<file path="config.mk">
export PLATFORM = sky130hd
export DESIGN_NAME = pa_icache_sram_arb
export DESIGN_NICKNAME = d
export VERILOG_FILES = /design/src/rtl/pa_icache_sram_arb.sv
export SDC_FILE = /design/constraint.sdc
export NUM_CORES = 1
export LEC_CHECK = 0
export ABC_AREA = 1
export CAP_MARGIN = 20
export CORE_ASPECT_RATIO = 1.4
export CORE_MARGIN = 10
export CORE_UTILIZATION = 25
export DETAILED_ROUTE_END_ITERATION = 10
export PLACE_DENSITY_LB_ADDON = 0.1
export RECOVER_POWER = 25
export SLEW_MARGIN = 20
export SYNTH_ARGS = -nofsm -noshare
export SYNTH_HDL_FRONTEND = slang
export SYNTH_SLANG_ARGS = --single-unit
</file>
<file path="constraint.sdc">
create_clock -name forever_cpuclk -period 1.6 [get_ports forever_cpuclk]
set_input_delay 0.24 -clock forever_cpuclk [delete_from_list [all_inputs] [get_ports forever_cpuclk]]
set_output_delay 0.24 -clock forever_cpuclk [all_outputs]
set_load 0.01 [all_outputs]
</file>
<file path="src/rtl/pa_icache_sram_arb.sv">
// pa_icache_sram_arb: single-port I-cache SRAM arbiter.
// Arbitrates a fetch read port and a refill write port onto one SRAM macro,
// with an anti-starvation counter for reads and an invalidate sweep that zeroes
// every address. Define PA_ICACHE_SRAM_INIT_EN to run the zero sweep out of
// reset (INIT state); without it, reset lands directly in RUN.
module pa_icache_sram_arb #(
    parameter int ADDR_WIDTH   = 10,
    parameter int DATA_WIDTH   = 37,
    parameter int STARVE_LIMIT = 3
) (
    input  logic                  forever_cpuclk,
    input  logic                  cpurst,
    input  logic                  rd_req,
    input  logic [ADDR_WIDTH-1:0] rd_addr,
    output logic                  rd_gnt,
    output logic                  rd_vld,
    output logic [DATA_WIDTH-1:0] rd_data,
    input  logic                  wr_req,
    input  logic [ADDR_WIDTH-1:0] wr_addr,
    input  logic [DATA_WIDTH-1:0] wr_data,
    input  logic [DATA_WIDTH-1:0] wr_mask,
    output logic                  wr_gnt,
    input  logic                  inv_req,
    output logic                  inv_done,
    output logic                  ctrl_busy,
    output logic [ADDR_WIDTH-1:0] sram_a,
    output logic                  sram_cen,
    output logic                  sram_gwen,
    output logic [DATA_WIDTH-1:0] sram_wen,
    output logic [DATA_WIDTH-1:0] sram_d,
    input  logic [DATA_WIDTH-1:0] sram_q
);

    localparam int STARVE_W = (STARVE_LIMIT < 1) ? 1 : $clog2(STARVE_LIMIT + 1);
    localparam logic [STARVE_W-1:0] STARVE_MAX = STARVE_W'(STARVE_LIMIT);

    typedef enum logic [1:0] {
        ST_INIT,
        ST_RUN,
        ST_SWEEP
    } state_t;

`ifdef PA_ICACHE_SRAM_INIT_EN
    localparam state_t RESET_STATE = ST_INIT;
`else
    localparam state_t RESET_STATE = ST_RUN;
`endif

    state_t                state_q, state_d;
    logic [ADDR_WIDTH-1:0] sweep_cnt_q, sweep_cnt_d;
    logic [STARVE_W-1:0]   starve_q, starve_d;
    logic                  rd_vld_q, rd_vld_d;
    logic                  inv_done_q, inv_done_d;
    logic                  rd_first;

    // SRAM macro data comes straight through; consumers qualify it with rd_vld.
    assign rd_data  = sram_q;
    assign rd_vld   = rd_vld_q;
    assign inv_done = inv_done_q;

    // Next-state, arbitration and SRAM control decode.
    // NOTE: every signal written here gets a default first so no path leaves it
    // unassigned; otherwise synthesis infers a latch to hold the old value.
    always_comb begin
        state_d     = state_q;
        sweep_cnt_d = sweep_cnt_q;
        starve_d    = '0;
        inv_done_d  = 1'b0;
        rd_first    = 1'b0;
        rd_gnt      = 1'b0;
        wr_gnt      = 1'b0;
        ctrl_busy   = 1'b1;
        sram_cen    = 1'b1;
        sram_gwen   = 1'b1;
        sram_a      = '0;
        sram_d      = '0;
        sram_wen    = '1;

        case (state_q)
            ST_RUN: begin
                ctrl_busy = 1'b0;
                // A read that has been denied STARVE_LIMIT times in a row beats the refill.
                rd_first  = rd_req && (starve_q == STARVE_MAX);
                wr_gnt    = wr_req && !rd_first;
                rd_gnt    = rd_req && !wr_gnt;
                if (wr_gnt) begin
                    sram_cen  = 1'b0;
                    sram_gwen = 1'b0;
                    sram_a    = wr_addr;
                    sram_d    = wr_data;
                    sram_wen  = ~wr_mask;
                end else if (rd_gnt) begin
                    sram_cen  = 1'b0;
                    sram_a    = rd_addr;
                end
                if (rd_req && !rd_gnt) begin
                    starve_d = (starve_q == STARVE_MAX) ? starve_q : starve_q + STARVE_W'(1);
                end
                // The grant issued this cycle still completes; the sweep starts next cycle.
                if (inv_req) begin
                    state_d = ST_SWEEP;
                end
            end
            ST_INIT, ST_SWEEP: begin
                sram_cen  = 1'b0;
                sram_gwen = 1'b0;
                sram_a    = sweep_cnt_q;
                sram_d    = '0;
                sram_wen  = '0;
                if (sweep_cnt_q == '1) begin
                    state_d     = ST_RUN;
                    sweep_cnt_d = '0;
                    // Only an invalidate sweep reports completion; the power-on init does not.
                    inv_done_d  = (state_q == ST_SWEEP);
                end else begin
                    sweep_cnt_d = sweep_cnt_q + ADDR_WIDTH'(1);
                end
            end
            default: begin
                state_d = ST_RUN;
            end
        endcase

        // Reset must silence the macro even though the reset state may itself drive it.
        if (cpurst) begin
            rd_gnt    = 1'b0;
            wr_gnt    = 1'b0;
            sram_cen  = 1'b1;
            sram_gwen = 1'b1;
        end

        rd_vld_d = rd_gnt;
    end

    // State, counters and the registered status pulses.
    // NOTE: sequential state uses non-blocking assignments so every flop samples
    // pre-edge values regardless of statement order; blocking stays in always_comb.
    always_ff @(posedge forever_cpuclk or posedge cpurst) begin
        if (cpurst) begin
            state_q     <= RESET_STATE;
            sweep_cnt_q <= '0;
            starve_q    <= '0;
            rd_vld_q    <= 1'b0;
            inv_done_q  <= 1'b0;
        end else begin
            state_q     <= state_d;
            sweep_cnt_q <= sweep_cnt_d;
            starve_q    <= starve_d;
            rd_vld_q    <= rd_vld_d;
            inv_done_q  <= inv_done_d;
        end
    end

endmodule

</file>
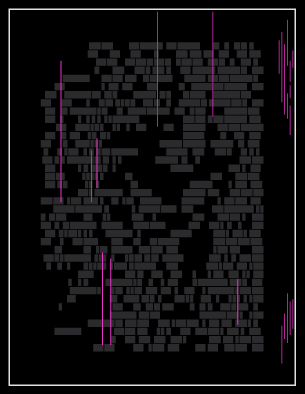
m4.png
(3 px per um) Cells faint in the background.
The layer holds 3.4% of the routed length. The longest straight run is 46.9 um. 22 nets have wire on it. The wires run mostly vertical.

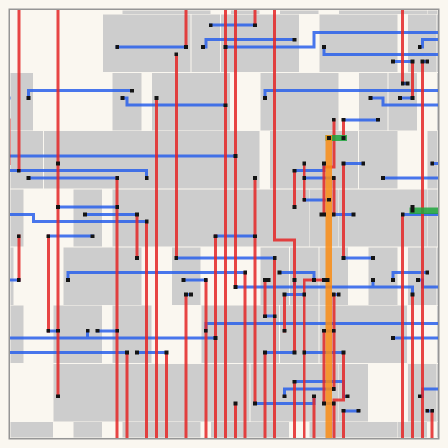
closeup.png
Window x 61 to 81, y 21 to 41 um. Cells in gray, sequential cells in the stronger gray; small squares are vias.
Key: green = M3; orange = M4; red = M2; blue = M1
35 logic cells have their middle in the window. Sequential cells in the window: 0. Most frequent: inv_1 (13), clkdlybuf4s50_1 (6), buf_2 (4).

==> flow_summary.toml <==
# yosys + openroad results
[worst_setup_path]
cp.arrival_ps = 1730
endpoint_kind = "output port"
critPathKind = "register to output port"
timing.critical_path.slowest_cell_delay_ps = 540
start_kind = "register"
cp_max_fo = 7
critPathLaunch = "state_q[0]"
rrSetupSlack_ps = 130
cpMaxStageDelayCell = "dfstp_2"
path_cells = "inv_2 > nor2_4 > buf_6 > nand2_8 > clkbuf_16 > nor2_1 > buf_2"
crit_required_ps = 1360
rr_worst_depth = 7
reg2reg_to = "starve_q[0]"
reg2reg_from = "state_q[0]"

[status]
status = "complete, but fails checks"
violations = "negative setup slack"

[power]
ir_drop_mv = 0.4013
power-per-cell-area_mw_per_mm2 = 262.2
p_leak_uw = 0.002198

[yosys]
ys.flops = 16
edf_count = 0
synth_area_per_cell_um2 = 6.329
syn_nets = 448
common_cells = "54 x inv_1, 52 x nor2_1, 42 x nand2_1, 38 x a31oi_1, 38 x buf_4"
yosys_warnings = 0
ys_area_mm2 = 0.001962
yosysUniqueCellTypes = 26
yosysMostFrequentCell = "inv_1"
ys_cells = 310
syn-instance-count = 310
synthArstFlopShare_pct = 100.0
ff_type = "dfrtp_1"
top_cells_by_area = "dfrtp_1 19%, buf_4 15%, a31oi_1 12%"
yosysSeqAreaShare_pct = 20.47
syn_area_mm2 = 0.001962
yosysTopAreaCell = "dfrtp_1"
netlist.area_leader.share_pct = 19.13

[route]
wl_um = 11330
drc = 0
drt.antenna.violating_nets = 0
first_pass_iters = 4
viasPerCell = 4.600
post_drt_wl_per_cell_um = 19.11
vias = 2728
first_iter_violations = 68

[sta]
fin_crit_sh_pct = 123.2
setup_tns_ps = -21590
worst_pin_slew_ps = 354.4
min_period_ps = 1972
fin_skew_ps = 2.428
relSlewSlack_pct = 76.29
setup_viol = 88
max_freq_mhz = 507.2
hold_viol_final = 0
fin_ws_ps = -371.5
slew_violations = 0
rsz0062_at_grt = "true"

[die]
placementRows = 38
dieArea_mm2 = 0.01184
fp-utilization_pct = 25.47
die_y_um = 124.8
core_mm2 = 0.007702
die_w_um = 94.87
io_pins = 264

[grt]
grt_usage_pct = 17.56
grt_pass1_vias = 2798
grt_first_pass_wirelength_um = 16260
globalRouteOverflowTotal = 0
grt_max_degree = 38
grt_antenna_before_repair = 0

[clock_network]
cts_tree = "yes"
clock-sinks = 16
hold_buffers = 0
htreeDepth = 1
cts_root_buffer = "clkbuf_8"
numCtsBuffers = 3
insertion_delay_ps = 260
path_clk_slew_ps = 70
clk_path_buf_depth = 2

[job]
maxCapViolCount = 0
warning_count = 28

[cells_and_area]
antenna_cells = 0
syn_to_final_growth_pct = 141.1
fill_cells = 680
fin_util_pct = 61.42
nets = 632
drive_above_1_share_pct = 43.41
design_area_mm2 = 0.004731

[place]
postPlaceCellArea_mm2 = 0.003730
place_ws_ps = -581.8
port_buffers = 189
dpl.hpwl_um = 8413
place.gp.congestion = 0.8106

[min_path]
hold_path_class = "primary input to asynchronous set/reset pin"
area by class of cell:
class	count	area [um2]	share of cell area, %
clock buffers	4	55.05	1.164
flip-flops and latches	16	401.6	8.490
inverters	56	215.2	4.549
well taps	100	125.1	2.645
repair buffers	235	2415	51.04
multi-input cells	182	1519	32.11
through the flow:
| stage | power [uW] | instances | hold WS (ps) |
|---|---|---|---|
| 2_1_floorplan | 564.9 | 310 | 153.0 |
| 3_3_place_gp | 737.8 | 562 | 480.1 |
| 3_5_place_dp | 740.8 | 562 | 480.1 |
| 4_1_cts | 1227 | 591 | 372.4 |
| 5_1_grt | 1284 | 593 | 446.8 |
| 6_report | 1241 | 593 | 412.2 |
where the power goes:
| part | internal, uW | switching (uW) |
|---|---|---|
| sequential | 404 | 0 |
| combinational | 291 | 165 |
| clock | 219 | 161 |
placed cells by master (no fill, tap or decap), types with 2 or more instances in the layout:
master           Yosys  final
clkdlybuf4s50_1      0    100
buf_6               10     55
inv_1               54     53
nand2_1             42     38
buf_2                4     37
nor2_4               1     29
nor2_1              52     23
nand3_1             25     20
a31oi_4              0     20
buf_4               38     19
a31oi_1             38     17
dfrtp_1             15     15
buf_12               0     13
xor2_1               4      4
nor2_2               2      4
nand2_2              2      4
nand3_2              0      4
clkbuf_8             0      4
buf_8                0      4
nand4_1              3      3
clkbuf_16            0      3
inv_4                0      2
nand2_8              0      2
nor3_2               1      2
a21oi_1              2      2
ha_2                 0      2
buf_16               0      2
flip-flops by register name (all words and copies together), names as in the netlist:
register     flops
starve_q         2
state_q          2
inv_done         1
rd_vld           1
sweep_cnt_q     10
critical path, delay by kind of cell, from the launching register on:
| family | cells | cell delay [ps] |
|---|---|---|
| flops | 1 | 540 |
| simple gates | 3 | 390 |
| buf+inv | 4 | 540 |
per-layer routing:
layer | wire [um] | up-vias | global-route usage (%)
met3 | 792 | 44 | 4.524
met4 | 390 | 0 | 7.067
met2 | 6181 | 126 | 31.97
met1 | 3968 | 1245 | 18.15
li1 | - | 1313 | -
met5 | 0 | - | 0
cell families (layout without fill, tap and decap cells):
logic type | after synthesis | count (layout) | synth area share, %
DFF | 16 | 16 | 20.47
adders and majority gates | 2 | 2 | 1.275
xor gates and xnor gates | 5 | 5 | 2.232
buffers and inverters | 113 | 295 | 32.97
AOI/OAI and AO/OA | 42 | 42 | 13.27
and+or+nand+nor | 132 | 133 | 29.78
timing repair:
action | in CTS | in global routing
gates resized | 427 | 130
buffers inserted | 16 | 7
cloned | 9 | 3
endpoints found under the hold margin | 0 | 0
pin swaps | 9 | 24
endpoints found under the setup margin | 89 | 90
worst max path at each step:
stage                             to  depth (start not counted)  slack (ps)
final                     sram_d[19]                          7        -370
after global routing      sram_d[19]                          7        -430
after CTS                  sram_a[8]                          7        -320
after detailed placement  sram_d[14]                          8        -580
after global placement    sram_d[24]                          8        -590
after floorplan            sram_d[0]                          7         170
Power and IR drop assume default switching activity.
